### Cells coloured by class

Fill, decap, tap and diode cells in grey.
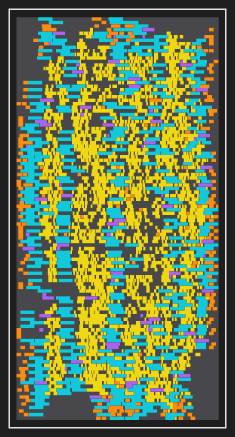
### Wiring by layer

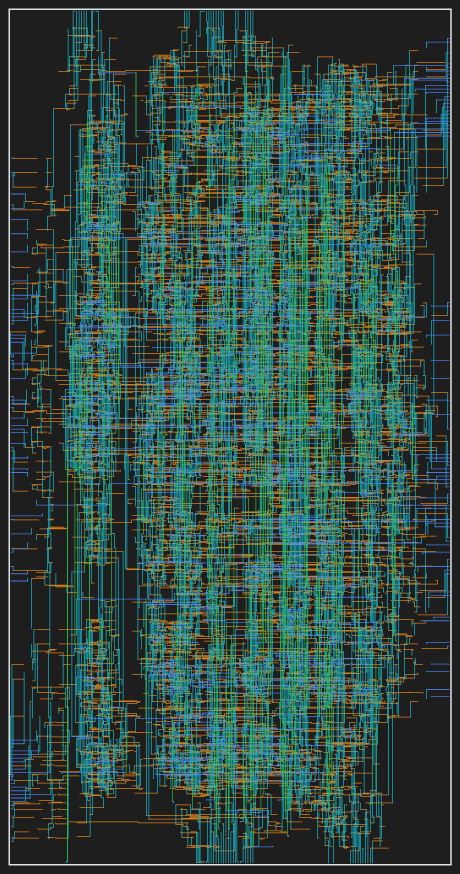
`src/rtl/div_unit_pkg.sv`:
```
// Shared definitions for the iterative divider: ALU op codes, FSM states and sizes.
package div_unit_pkg;
  localparam int XLEN       = 64;
  localparam int DIV_W_ITER = 32;

  typedef enum logic [4:0] {
    ALU_ADD = 5'd0,
    ALU_SUB = 5'd1,
    ALU_AND = 5'd2,
    DIV     = 5'd16,
    DIVU    = 5'd17,
    REM     = 5'd18,
    REMU    = 5'd19,
    DIVW    = 5'd20,
    DIVUW   = 5'd21,
    REMW    = 5'd22,
    REMUW   = 5'd23
  } alu_op_t;

  typedef enum logic [1:0] {IDLE, PREP, CALC, DONE} div_state_t;
endpackage

```
`src/rtl/div_unit_prep.sv`:
```
// Operand conditioning for the divider: W extension, sign split, absolute values, special cases.
module div_prep
  import div_unit_pkg::*;
(
  input  logic [4:0]      i_op,
  input  logic [XLEN-1:0] i_a,
  input  logic [XLEN-1:0] i_b,
  output logic [XLEN-1:0] o_ext_a,
  output logic [XLEN-1:0] o_abs_a,
  output logic [XLEN-1:0] o_abs_b,
  output logic            o_sign_q,
  output logic            o_sign_r,
  output logic            o_is_w,
  output logic            o_rem_sel,
  output logic            o_is_div,
  output logic            o_div_zero,
  output logic            o_ovf
);
  logic            w_signed;
  logic [XLEN-1:0] w_ext_b;
  logic            w_sa, w_sb;

  always_comb begin
    w_signed  = 1'b0;
    o_is_w    = 1'b0;
    o_rem_sel = 1'b0;
    o_is_div  = 1'b1;
    case (i_op)
      DIV:     w_signed = 1'b1;
      DIVU:    ;
      REM:     begin w_signed = 1'b1; o_rem_sel = 1'b1; end
      REMU:    o_rem_sel = 1'b1;
      DIVW:    begin w_signed = 1'b1; o_is_w = 1'b1; end
      DIVUW:   o_is_w = 1'b1;
      REMW:    begin w_signed = 1'b1; o_is_w = 1'b1; o_rem_sel = 1'b1; end
      REMUW:   begin o_is_w = 1'b1; o_rem_sel = 1'b1; end
      default: o_is_div = 1'b0;
    endcase

    if (o_is_w) begin
      o_ext_a = {{(XLEN-DIV_W_ITER){w_signed & i_a[DIV_W_ITER-1]}}, i_a[DIV_W_ITER-1:0]};
      w_ext_b = {{(XLEN-DIV_W_ITER){w_signed & i_b[DIV_W_ITER-1]}}, i_b[DIV_W_ITER-1:0]};
    end else begin
      o_ext_a = i_a;
      w_ext_b = i_b;
    end

    w_sa     = w_signed & o_ext_a[XLEN-1];
    w_sb     = w_signed & w_ext_b[XLEN-1];
    o_abs_a  = w_sa ? -o_ext_a : o_ext_a;
    o_abs_b  = w_sb ? -w_ext_b : w_ext_b;
    o_sign_q = w_sa ^ w_sb;
    o_sign_r = w_sa;

    o_div_zero = o_is_div && (w_ext_b == '0);
    // Operands are already extended, so the W most-negative value is its 64-bit sign extension.
    o_ovf = o_is_div && w_signed && (w_ext_b == '1) &&
            (o_ext_a == (o_is_w ? 64'hFFFF_FFFF_8000_0000 : 64'h8000_0000_0000_0000));
  end
endmodule

```
`src/rtl/div_unit.sv`:
```
// Radix-2 restoring divider, one quotient bit per cycle, valid/ready result port.
module div_unit
  import div_unit_pkg::*;
(
  input  logic            clk,
  input  logic            reset,
  input  logic            flush,
  input  logic            in_valid,
  output logic            in_ready,
  input  logic [4:0]      op,
  input  logic [XLEN-1:0] a,
  input  logic [XLEN-1:0] b,
  output logic            out_valid,
  input  logic            out_ready,
  output logic [XLEN-1:0] result
);
  div_state_t      r_state;
  logic [4:0]      r_op;
  logic [XLEN-1:0] r_a, r_b, r_rem, r_dvd, r_dvs, r_result;
  logic [6:0]      r_cnt;
  logic            r_sign_q, r_sign_r, r_is_w, r_rem_sel, r_is_div, r_out_valid;

  logic [XLEN-1:0] w_ext_a, w_abs_a, w_abs_b;
  logic            w_sign_q, w_sign_r, w_is_w, w_rem_sel, w_is_div, w_div_zero, w_ovf;
  logic [XLEN:0]   w_trial, w_diff;
  logic            w_sub_ok;
  logic [XLEN-1:0] w_q, w_r, w_sel, w_final;

  div_prep u_prep (
    .i_op(r_op), .i_a(r_a), .i_b(r_b),
    .o_ext_a(w_ext_a), .o_abs_a(w_abs_a), .o_abs_b(w_abs_b),
    .o_sign_q(w_sign_q), .o_sign_r(w_sign_r), .o_is_w(w_is_w), .o_rem_sel(w_rem_sel),
    .o_is_div(w_is_div), .o_div_zero(w_div_zero), .o_ovf(w_ovf)
  );

  assign in_ready  = (r_state == IDLE) && !reset;
  assign out_valid = r_out_valid;
  assign result    = r_result;

  always_comb begin
    w_trial  = {r_rem, r_dvd[XLEN-1]};
    w_diff   = w_trial - {1'b0, r_dvs};
    w_sub_ok = !w_diff[XLEN];
    w_q      = r_sign_q ? -r_dvd : r_dvd;
    w_r      = r_sign_r ? -r_rem : r_rem;
    w_sel    = r_rem_sel ? w_r : w_q;
    if (!r_is_div)   w_final = '0;
    else if (r_is_w) w_final = {{(XLEN-DIV_W_ITER){w_sel[DIV_W_ITER-1]}}, w_sel[DIV_W_ITER-1:0]};
    else             w_final = w_sel;
  end

  always_ff @(posedge clk) begin
    if (reset) begin
      r_state     <= IDLE;
      r_out_valid <= 1'b0;
      r_result    <= '0;
      r_cnt       <= '0;
    end else if (flush) begin
      r_state     <= IDLE;
      r_out_valid <= 1'b0;
    end else begin
      case (r_state)
        IDLE: if (in_valid) begin
          r_op    <= op;
          r_a     <= a;
          r_b     <= b;
          r_state <= PREP;
        end
        PREP: begin
          r_sign_q  <= w_sign_q;
          r_sign_r  <= w_sign_r;
          r_is_w    <= w_is_w;
          r_rem_sel <= w_rem_sel;
          r_is_div  <= w_is_div;
          r_dvs     <= w_abs_b;
          r_rem     <= '0;
          r_cnt     <= w_is_w ? 7'(DIV_W_ITER) : 7'(XLEN);
          if (!w_is_div) begin
            r_state <= DONE;
          end else if (w_div_zero) begin
            // Special results are staged unsigned so DONE passes them through untouched.
            r_dvd    <= '1;
            r_rem    <= w_ext_a;
            r_sign_q <= 1'b0;
            r_sign_r <= 1'b0;
            r_state  <= DONE;
          end else if (w_ovf) begin
            r_dvd    <= w_ext_a;
            r_sign_q <= 1'b0;
            r_sign_r <= 1'b0;
            r_state  <= DONE;
          end else begin
            // W dividends sit in the top half so 32 shifts bring every bit through.
            r_dvd   <= w_is_w ? {w_abs_a[DIV_W_ITER-1:0], {DIV_W_ITER{1'b0}}} : w_abs_a;
            r_state <= CALC;
          end
        end
        CALC: begin
          r_rem <= w_sub_ok ? w_diff[XLEN-1:0] : w_trial[XLEN-1:0];
          r_dvd <= {r_dvd[XLEN-2:0], w_sub_ok};
          r_cnt <= r_cnt - 7'd1;
          if (r_cnt == 7'd1) r_state <= DONE;
        end
        DONE: begin
          if (!r_out_valid) begin
            r_result    <= w_final;
            r_out_valid <= 1'b1;
          end else if (out_ready) begin
            r_out_valid <= 1'b0;
            r_state     <= IDLE;
          end
        end
        default: r_state <= IDLE;
      endcase
    end
  end
endmodule

```
`config.mk`:
```
export PLATFORM = sky130hd
export DESIGN_NAME = div_unit
export DESIGN_NICKNAME = d
export VERILOG_FILES = /design/src/rtl/div_unit_pkg.sv /design/src/rtl/div_unit_prep.sv /design/src/rtl/div_unit.sv
export SDC_FILE = /design/constraint.sdc
export NUM_CORES = 1
export LEC_CHECK = 0
export CAP_MARGIN = 20
export CORE_ASPECT_RATIO = 2
export CORE_MARGIN = 5
export CORE_UTILIZATION = 54
export CTS_CLUSTER_DIAMETER = 80
export DETAILED_ROUTE_END_ITERATION = 12
export HOLD_SLACK_MARGIN = 0.06
export PLACE_DENSITY = 0.87
export SYNTH_ARGS = -nofsm -noshare
export SYNTH_HDL_FRONTEND = slang
export SYNTH_SLANG_ARGS = --single-unit
```
`constraint.sdc`:
```
create_clock -name clk -period 7.7 [get_ports clk]
set_clock_uncertainty 0.15 [all_clocks]
set_input_delay 2.31 -clock clk [delete_from_list [all_inputs] [get_ports clk]]
set_output_delay 2.31 -clock clk [all_outputs]
set_load 0.02 [all_outputs]
```
==> run notes <==
The flow run is done. In this run, CTS created clock tree buffers numbering 39. Source-to-sink clock delay at the later pin of the worst-skew pair landed at 580 ps. From bottom edge to top edge, the die measures 321 um. The run finished with clean final reports.

Post-cts hold-fix buffer tally landed at 0. Upper clock frequency limit landed at 161 MHz. Of the post-synthesis cell area, the part taken by muxes is 2.20%.

Final standard cell area without fillers landed at 30000 um^2. For this sky-water flow run, the detailed-routed wirelength per cell is reported as 23.5 um. The overall die size recorded for this design is 53200 um^2. The first global-routing pass estimated 129000 um of wire. Post-synthesis chip area from yosys landed at 26100 um^2. Area of the core region landed at 48200 um^2.

Post-CTS setup buffer count landed at 0. Sequential share of the synthesized area landed at 43.6%. Met2 global-route usage landed at 52.1%. Worst-case setup margin in the final layout landed at 1500 ps. Per STA, the worst path is made up of buf_2 > nor2b_1 > clkdlybuf4s50_1. According to the CTS report, the clock sink count is 404. Total number of H-tree levels landed at 2.

Of the combinational cells, the family taking the most area is AND-OR/OR-AND gates. In the final report, the number of hold violations comes to 0. Number of top-level pins landed at 204. Clock period minus worst slack landed at 6200 ps. TritonCTS built the clock tree. Sum of met2 wire segment lengths after detailed routing landed at 40400 um.

Averaged over all synthesized cells, the footprint is 9.25 um^2. The initial antenna violation count was 0. Clock slew seen by the registers of the worst setup and hold paths landed at 60 ps. The DRC violation total left in the routed layout is recorded as 0. Signal nets in the final route climb as high as met4. Max fanout on the critical path was recorded as 52. Slew at the pin closest to its max-slew limit landed at 1060 ps. The final layout reports a setup TNS of 0 ps. Number of cells in the design after placement landed at 3534. The tool warning count for the run is 32. In the synthesized netlist the dominant register cell turns out to be sky130_fd_sc_hd__edfxtp_1. For this run, the slowest stage of the critical path takes 710 ps. In this run, distinct cell masters in the synthesized netlist total 78. Leakage power figure landed at 0.0104 uW. Of the total synthesized cell area, the portion taken by XOR and XNOR cells is 9.62%.

Total congestion overflow after global routing landed at 0. In this run the cell area measured after placement is 28600 um^2. Looking at the clock tree report, the root buffer type is sky130_fd_sc_hd__clkbuf_16.

In the final report, the number of endpoints failing setup comes to 0. Reported max-cap violation count landed at 0. Via count of the first global-routing pass landed at 23300.

Worst path arrival time landed at 3740 ps. The detailed router reported a total wirelength of 84900 um. The worst setup path is launched from an input port. Net count after synthesis landed at 3039. Share of synthesized cell area in and, or, nand and nor gates landed at 16.3%. Row count landed at 114.

The worst setup path is captured at an output pin. Counting flops and latches in the post-synthesis netlist gives 404. Overall global routing resource usage landed at 31.2%.

In the placement report, post-DP HPWL is listed as 64700 um. Number of search-and-repair iterations in the first detailed-routing pass landed at 10. Per the Yosys statistics, synthesis produced 2824 cells. Number of cells upsized or downsized after cts landed at 0. Total power consumption of the routed design landed at 4850 uW. Leaving out fill and tap cells, the most frequent cells in the layout are sky130_fd_sc_hd__edfxtp_1 (330), sky130_fd_sc_hd__nand2_1 (298), sky130_fd_sc_hd__a21oi_1 (228). The tightest hold path in the finished design has a slack of 304 ps. Looking at the setup timing report, the critical path kind is in2out.

Setup slack on the worst path after placement came out at 1500 ps. Data required time of the critical path landed at 5240 ps. The global routing stage identified its most utilized layer as met2.

Horizontal extent of the die landed at 166 um. Met1 wire length landed at 28300 um. For this run, the share of the core covered by cells in the final layout is 62.2%. In this run the worst hold path is classified as reg2reg. Number of warning messages in the yosys log landed at 0.

In this run the remaining antenna-violating nets after routing total 0. Dividing total power by cell area gives a power density of 162 nW/um^2. Compound-cell area share of the yosys netlist landed at 20.8%.

Buffers plus inverters on the worst setup path landed at 2. Per the log, the first TritonRoute iteration ended with a DRC count of 2224. Final count of pins violating max slew landed at 0. Synthesis-to-finish area growth landed at 14.7%. Number of non-filler instances in the completed layout landed at 3610.

Count of port buffers added during placement landed at 203. Proportion of layout cells with a drive suffix above 1 landed at 4.88%. The top cell type in the final layout, fill and taps aside, is sky130_fd_sc_hd__edfxtp_1. CTS reports a maximum clock tree buffer depth of 3.

For this run, the detailed router reports a per-instance via density of 6.53. For this run, global-route usage on met1 was measured as 33.8%. In this run, synthesis inferred 330 flip-flops with an integrated enable. Maximum vdd ir drop landed at 0.175 mV. Net count of the finished layout landed at 3155. Worst-case headroom to the max-slew limit landed at 28.5%. Largest net degree at the start of global routing landed at 100. Among cell families on the critical path, the largest total delay comes from buffers and inverters. Netlist area before placement landed at 26100 um^2. Setup repair after global routing left no endpoint under its margin.

Via count of the routed design landed at 23600. For this run, global-route usage on met3 was measured as 4.67%. Per the post-synthesis report, the number of cells in the design is 2824. Per the synth stats, the proportion of register bits with asynchronous set or reset is 0%. The placement summary gives the final routability congestion estimate as 1.07. Final worst-path cycle share landed at 80.5%. Amount of wire on met3 after detailed routing landed at 7200 um. Summing the areas of all fa, ha and maj instances in the mapped netlist gives 3.72% of the synthesized area. Initial standard-cell utilization of the core landed at 54.2%. The largest individual stage delay along the critical path comes from the cell sky130_fd_sc_hd__buf_2.
Back to the opening pictures, 'Cells coloured by class':
legend:
  combinational and other logic:
    colour: yellow
    cells: 2262
    share_of_their_area: 49%
  remaining buffers and delay cells:
    colour: orange
    cells: 233
    share_of_their_area: 7.8%
  clock drivers and dummy loads:
    colour: purple
    cells: 72
    share_of_their_area: 4.4%
  sequential cells:
    colour: cyan
    cells: 404
    share_of_their_area: 39%

Back to the opening pictures, 'Wiring by layer':
legend:
  metal 2:
    colour: cyan
    wire_length: 40.4 mm
  metal 3:
    colour: blue
    wire_length: 7200 um
  metal 4:
    colour: green
    wire_length: 9030 um
  metal 1:
    colour: orange
    wire_length: 28.3 mm

[tightest hold or removal path, stage by stage, from the launching register on]
cell and delay [ps]:
sky130_fd_sc_hd__dfxtp_1 310, sky130_fd_sc_hd__nand2_1 50, sky130_fd_sc_hd__a21oi_1 50
[worst paths after layout]
kind | cells after the start | slack (ps) | from | endpoint
max | 3 | 1500 | reset | in_ready
min | 2 | 300 | result[18]$_SDFFE_PP0P_ | result[18]$_SDFFE_PP0P_
max reg2reg | 13 | 2280 | r_dvs[0]$_DFFE_PP_ | r_rem[50]$_DFFE_PP_
min reg2reg | 2 | 300 | result[18]$_SDFFE_PP0P_ | result[18]$_SDFFE_PP0P_
[cells in the mapped netlist, types with 23 or more instances]
master	count	share of area, %
sky130_fd_sc_hd__o21ai_0	222	4.3
sky130_fd_sc_hd__a21oi_1	228	4.4
sky130_fd_sc_hd__nand2_1	298	4.3
sky130_fd_sc_hd__o22ai_1	27	0.65
sky130_fd_sc_hd__o41ai_1	30	1.0
sky130_fd_sc_hd__ha_1	76	3.6
sky130_fd_sc_hd__a21o_1	38	1.1
sky130_fd_sc_hd__nor4_1	32	0.77
sky130_fd_sc_hd__edfxtp_1	330	38
sky130_fd_sc_hd__xor2_1	156	5.2
sky130_fd_sc_hd__or3_1	43	1.0
sky130_fd_sc_hd__inv_1	96	1.4
sky130_fd_sc_hd__nor2_1	198	2.8
sky130_fd_sc_hd__o31ai_1	68	2.0
sky130_fd_sc_hd__dfxtp_1	74	5.7
sky130_fd_sc_hd__a22oi_1	27	0.78
sky130_fd_sc_hd__nand4_1	29	0.69
sky130_fd_sc_hd__nor3_1	57	1.1
sky130_fd_sc_hd__a31oi_1	28	0.67
sky130_fd_sc_hd__nand3_1	71	1.4
sky130_fd_sc_hd__xnor2_1	131	4.4
sky130_fd_sc_hd__o211ai_1	41	1.2
sky130_fd_sc_hd__nand2b_1	23	0.55
sky130_fd_sc_hd__clkbuf_1	145	2.1
sky130_fd_sc_hd__or4_1	37	1.1
sky130_fd_sc_hd__mux2i_1	54	2.1
[flip-flops by register name, summed over array words and instances (netlist names)]
name       cells
r_is_w         1
r_is_div       1
r_dvd         64
r_rem_sel      1
r_cnt          7
r_state        2
r_b           64
r_op           5
out_valid      1
r_rem         64
result        64
r_a           64
r_sign_q       1
r_dvs         64
r_sign_r       1
[final cells by class]
| type | count | area, um^2 |
|---|---|---|
| Clock inverter | 23 | 250 |
| Clock buffer | 49 | 1050 |
| Antenna cell | 1 | 2.50 |
| Fill cell | 4042 | 18200 |
| Timing Repair Buffer | 233 | 2290 |
| Multi-Input combinational cell | 2163 | 13800 |
| Tap cell | 638 | 798 |
| Sequential cell | 404 | 11400 |
| Inverter | 99 | 372 |
[cell families (layout without fill, tap and decap cells)]
group	after synthesis	in the layout
fa+ha+maj	77	77
simple gates	884	884
xor+xnor	287	287
mux	57	57
other cells	0	1
compound gates	858	858
buf+inv	257	404
flops	404	404
[power breakdown]
part / total (uW) / switching [uW] / leakage (uW) / internal, uW
sequential: 2460 / 58.3 / 0.00363 / 2400
clock: 1990 / 876 / 0.000635 / 1120
combinational: 399 / 222 / 0.00617 / 177
Power and IR drop assume default switching activity.
